--- config.mk ---
export PLATFORM = sky130hd
export DESIGN_NAME = instr_fetch_unit
export DESIGN_NICKNAME = d
export VERILOG_FILES = /design/src/rtl/instr_fetch_unit.sv
export SDC_FILE = /design/constraint.sdc
export NUM_CORES = 1
export LEC_CHECK = 0
export ABC_AREA = 1
export CAP_MARGIN = 20
export CORE_MARGIN = 1.5
export CORE_UTILIZATION = 25
export CTS_BUF_LIST = sky130_fd_sc_hd__clkbuf_4 sky130_fd_sc_hd__clkbuf_8
export DETAILED_ROUTE_END_ITERATION = 6
export PLACE_DENSITY_LB_ADDON = 0.25
export SLEW_MARGIN = 10
export SYNTH_ARGS = -nofsm -noshare
export SYNTH_HDL_FRONTEND = slang
export SYNTH_SLANG_ARGS = --single-unit
--- constraint.sdc ---
create_clock -name clk -period 4.72 [get_ports clk]
set_clock_uncertainty 0.2 [all_clocks]
set_input_delay 0.944 -clock clk [delete_from_list [all_inputs] [get_ports clk]]
set_output_delay 0.944 -clock clk [all_outputs]
set_load 0.03 [all_outputs]
--- src/rtl/instr_fetch_unit.sv ---
// Multicycle instruction fetch stage: PC / OldPC / IR with a req/rvalid
// handshake to instruction memory, a bounded wait and a sticky fault state.
module instr_fetch_unit #(
    parameter logic [31:0] RESET_PC = 32'h0000_0000,
    parameter int unsigned TIMEOUT  = 16
) (
    input  logic        clk,
    input  logic        reset,
    input  logic        fetch_start,
    input  logic        pc_we,
    input  logic [31:0] pc_next,
    output logic        imem_req,
    output logic [31:0] imem_addr,
    input  logic        imem_rvalid,
    input  logic [31:0] imem_rdata,
    output logic [31:0] instr,
    output logic [24:0] inst_ext,
    output logic [31:0] pc,
    output logic [31:0] old_pc,
    output logic        ir_valid,
    output logic        fetch_busy,
    output logic        fetch_fault
);

    localparam int unsigned CNT_W   = $clog2(TIMEOUT) + 1;
    localparam logic [31:0] NOP     = 32'h0000_0013;
    localparam logic [CNT_W-1:0] LAST_WAIT = CNT_W'(TIMEOUT - 1);

    typedef enum logic [1:0] {
        IDLE  = 2'd0,
        REQ   = 2'd1,
        WAIT  = 2'd2,
        FAULT = 2'd3
    } state_t;

    state_t           state;
    logic [CNT_W-1:0] counter;
    logic             misaligned;

    assign misaligned = pc_we && (pc_next[1:0] != 2'b00);

    // Extender input is a plain slice of the instruction register.
    assign inst_ext = instr[31:7];

    // Fetch sequencer; every output is registered alongside the state so
    // imem_req/imem_addr/fetch_busy line up exactly with REQ/WAIT.
    always_ff @(posedge clk or posedge reset) begin
        if (reset) begin
            state       <= IDLE;
            pc          <= RESET_PC;
            old_pc      <= RESET_PC;
            instr       <= NOP;
            ir_valid    <= 1'b0;
            fetch_fault <= 1'b0;
            fetch_busy  <= 1'b0;
            imem_req    <= 1'b0;
            imem_addr   <= 32'h0;
            counter     <= '0;
        end else begin
            imem_req  <= 1'b0;
            imem_addr <= 32'h0;
            case (state)
                IDLE: begin
                    if (misaligned) begin
                        // A bad jump target wins over a concurrent fetch request.
                        fetch_fault <= 1'b1;
                        state       <= FAULT;
                    end else begin
                        if (pc_we) begin
                            pc <= pc_next;
                        end
                        if (fetch_start) begin
                            // Address comes from the PC as it will be in REQ.
                            ir_valid   <= 1'b0;
                            imem_req   <= 1'b1;
                            imem_addr  <= pc_we ? pc_next : pc;
                            fetch_busy <= 1'b1;
                            state      <= REQ;
                        end
                    end
                end
                REQ: begin
                    // Memory latency is at least one cycle; rvalid here is ignored.
                    counter <= '0;
                    state   <= WAIT;
                end
                WAIT: begin
                    if (imem_rvalid) begin
                        instr      <= imem_rdata;
                        old_pc     <= pc;
                        pc         <= pc + 32'd4;
                        ir_valid   <= 1'b1;
                        fetch_busy <= 1'b0;
                        state      <= IDLE;
                    end else if (counter == LAST_WAIT) begin
                        fetch_fault <= 1'b1;
                        fetch_busy  <= 1'b0;
                        state       <= FAULT;
                    end else begin
                        counter <= counter + CNT_W'(1);
                    end
                end
                FAULT: begin
                    // Terminal until reset; architectural state stays frozen.
                    state <= FAULT;
                end
                default: begin
                    state <= FAULT;
                end
            endcase
        end
    end

endmodule

==> summary.txt, run 1 <==
Results of an implementation run.

The slowest cell on the critical path is sky130_fd_sc_hd__clkdlybuf4s50_1. The first global-routing pass estimated 35190 µm of wire. Across the placement rows, the number of tap cells is 335. The proportion of final cell area spent on non-clock buffers is 24.39%. Cells with a size suffix above 1 make up under 10% of the layout. The relative area change from synthesis to final layout is 42.08%. By instance count after routing, the leading logic cell types are sky130_fd_sc_hd__nand2_1 (319), sky130_fd_sc_hd__clkdlybuf4s50_1 (225), sky130_fd_sc_hd__dfrtp_1 (136). The sequential cells in the finished layout cover a total of about 3500 µm².

The critical path crosses 8 cells after its start point. The dominant kind of cell by area is registers. The post-synthesis adder-cell area fraction is less than 1%.

The number of maximum-capacitance violations recorded for the run is 0. The finished cells cover 9408 µm². At the pin with the least slew margin, the transition time is 794.3 ps. After detailed placement, the total cell area comes to 8982 µm². Once the clock tree was built, the resizer swapped 0 gates to a different size. For this run, the chip area from Yosys synthesis comes to roughly 6600 µm². The overflow left after global routing is 0. Counting every net in the synthesized netlist gives 921. The combinational gate area is 2550 µm². The mapped netlist covers 6621 µm². In this design, the critical path's most frequently occurring cell is sky130_fd_sc_hd__o21ai_0.

For reference, the critical path cell chain is clkdlybuf4s50_1 -> nand2_1 -> nand3_2 -> nand2_4 -> inv_2 -> a21oi_1 -> o21ai_0 -> o21ai_0. Pins over their slew limit in the final report were tallied at 0. The fraction of met1 tracks used by global routing is a little over a fifth.

The endpoint of the worst setup timing path is pc[6]. The part of the power in the clock network is between 15 and 20%. The clock network power is 1080 µW. In the synthesized netlist, the dominant kind of combinational cell is simple AND/OR/NAND/NOR gates. The switching power is approximately 3100 µW. The cell type contributing the most total cell area after synthesis is sky130_fd_sc_hd__dfrtp_1. STA on the placed design reports a worst setup slack of roughly 1300 ps. The number of antenna violations at the first check in global routing is 1. The run finished with clean final reports. Routing resource usage on met2 recorded by global route was 27.12%. The fraction of standard cell area that is sequential is between 30% and 40%. The number of hold buffers added after cts is 0.

The worst slew margin relative to its limit is between 40 and 50%. The layout has 62 inverters outside the clock class.
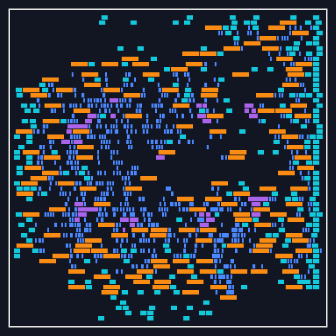
**Above:** run 1 (placement by cell class).
legend:
  cyan:
    class: remaining buffers and delay cells
    cells: 229
  blue:
    class: combinational and other logic
    cells: 651
  purple:
    class: clock drivers and dummy loads
    cells: 32
  orange:
    class: sequential cells
    cells: 139

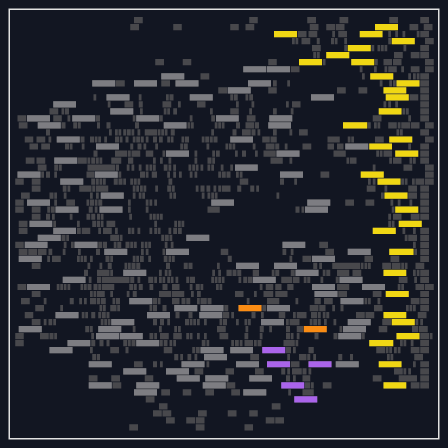
**Above:** run 1 (where the registers sit).
legend:
  orange:
    name_in_the_netlist: state
    flops: 2
  yellow:
    name_in_the_netlist: instr
    flops: 32
    where: a column on the right
  purple:
    name_in_the_netlist: counter
    flops: 5

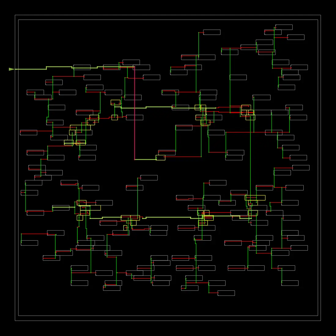
**Above:** run 1 (the clock network).
CLK BUF: 18
flop count: 139

**Run 1: wire density map**

The die is cut into 33 by 33 equal tiles; dark blue is low, red is high, scaled to the fullest tile. Values are wire area over tile area, all layers added.
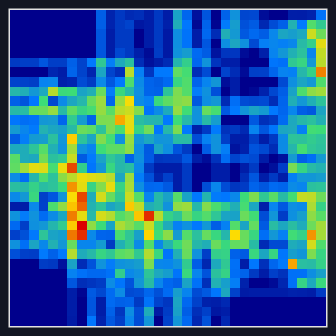

==> run 1 -> run 2 <==
- clock period: 4.72 -> 2.7 ns (I/O delays scaled with it)
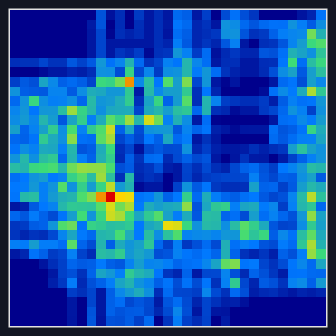
**Above:** run 2 (wire density map).
The die is cut into 33 by 33 equal tiles; dark blue is low, red is high, scaled to the fullest tile. Values are wire area over tile area, all layers added.
nearly empty tiles: 14%
tiles over half the peak: 5.6%
mean over tiles: 0.13
fullest tile: 0.58
densest ninth of the die: left middle

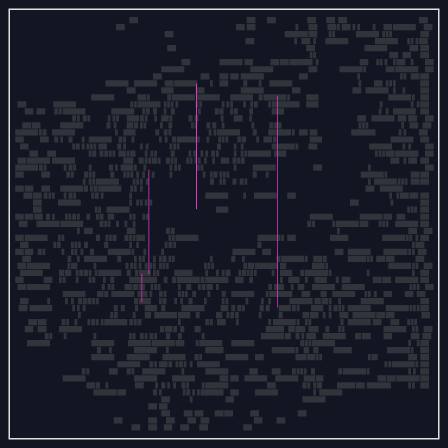
**Above:** run 2 (M4 wires).
main direction: vertical
nets with wire on the layer: 2

==> run 2 against run 1 <==
Effect of this change:
- clock power is 66% higher
- register-to-register slack lost 1900 ps
- via count increased by 0.59%
- setup slack got worse by 1400 ps
- count of clock-buffer cells in the layout increased by 2
- die size stayed put
- global-route usage rose by 0.066 points
- sequential power grew 75%
- critical path depth shrank 7
==> summary.txt, run 2 <==
Results of an implementation run.

Run status: finished clean (unchanged). The share of the synthesized area in the top cell type came to 51.40% (unchanged). The clock network power came to 1790 µW (was 1080 µW).

Leading cell types in the layout, fill and taps excluded: sky130_fd_sc_hd__nand2_1 (319), sky130_fd_sc_hd__clkdlybuf4s50_1 (225), sky130_fd_sc_hd__dfrtp_1 (136) (unchanged). The synthesized area was 6621 µm² (unchanged). The post-synth net total is 921 (unchanged).

The number of stages on the worst setup path was 1 (was 8). The switching power came to 5460 µW (was 3149 µW). The met2 usage in global routing was 27.05% (was 27.12%). The area of all sequential standard cells was 3482 µm² (unchanged). The final number of setup-violating endpoints came to 0 (unchanged). The fraction of standard cell area that is sequential is 36.52% (was 37.01%). The dominant kind of cell by area was registers (unchanged). The total cell area reported by yosys after synthesis is 6621 µm² (unchanged).

The combinational gate area is 2550 µm² (unchanged). The largest combinational cell category by area was simple AND/OR/NAND/NOR gates (unchanged). The slew at the pin with the worst max-slew slack was 646.2 ps (was 794.3 ps).

The clock-pin slew reported for the worst setup and hold paths after clock tree synthesis is 90 ps (about the same). The sequential cell count was 139 (unchanged). The buffer and inverter count on the worst path was 1 (was 2).

The height of the chip is 165.7 µm (unchanged). The share of cells above drive strength 1 is 5.943% (was 5.138%). The post-place setup slack was 318.0 ps (was 1268 ps). The cell type contributing the most total cell area after synthesis was sky130_fd_sc_hd__dfrtp_1 (unchanged). The net switching share of the total power was 47.55% (was 47.83%). The slowest cell on the critical path is sky130_fd_sc_hd__clkdlybuf4s50_1 (unchanged).

The overflow left after global routing is 0 (unchanged). The post-cts resize count is 0 (unchanged). The simple-gate area share of the yosys netlist is 27.14% (unchanged). The part of the power in the clock network came to 15.6% (was 16.3%).

The wire length of the first global-routing pass is 35140 µm (was 35190 µm). Worst-path cell chain: clkdlybuf4s50_1 (was clkdlybuf4s50_1 -> nand2_1 -> nand3_2 -> nand2_4 -> inv_2 -> a21oi_1 -> o21ai_0 -> o21ai_0). The total of clock buffers placed in the layout came to 20 (was 18). The number of hold buffers added after cts is 0 (unchanged).

The number of port buffers is 225 (unchanged). The worst slew margin relative to its limit was 56.46% (was 46.97%). The number of antenna violations at the first check in global routing came to 0 (was 1). The post-route standard cell area excluding fillers is 9534 µm² (was 9408 µm²).

The relative area change from synthesis to final layout is 43.99% (was 42.08%). The fraction of met1 tracks used by global routing is 22.18% (was 21.49%). The top routing layer in use is met4 (unchanged). The total power of the final layout is 11480 µW (was 6583 µW). The well-tap cell count came to 335 (unchanged). The count of non-CTS inverters in the layout is 62 (unchanged). The number of global-route vias before repair is 5965 (was 6005). The post-synth tally of flip-flops with integrated enable is 0 (unchanged). The endpoint of the worst setup timing path is pc[13] (was pc[6]).

The cell area after placement is 9125 µm² (was 8982 µm²). The max-cap violation count came to 0 (unchanged).
Power figures rest on the tool's default switching activity, not on a simulated workload.
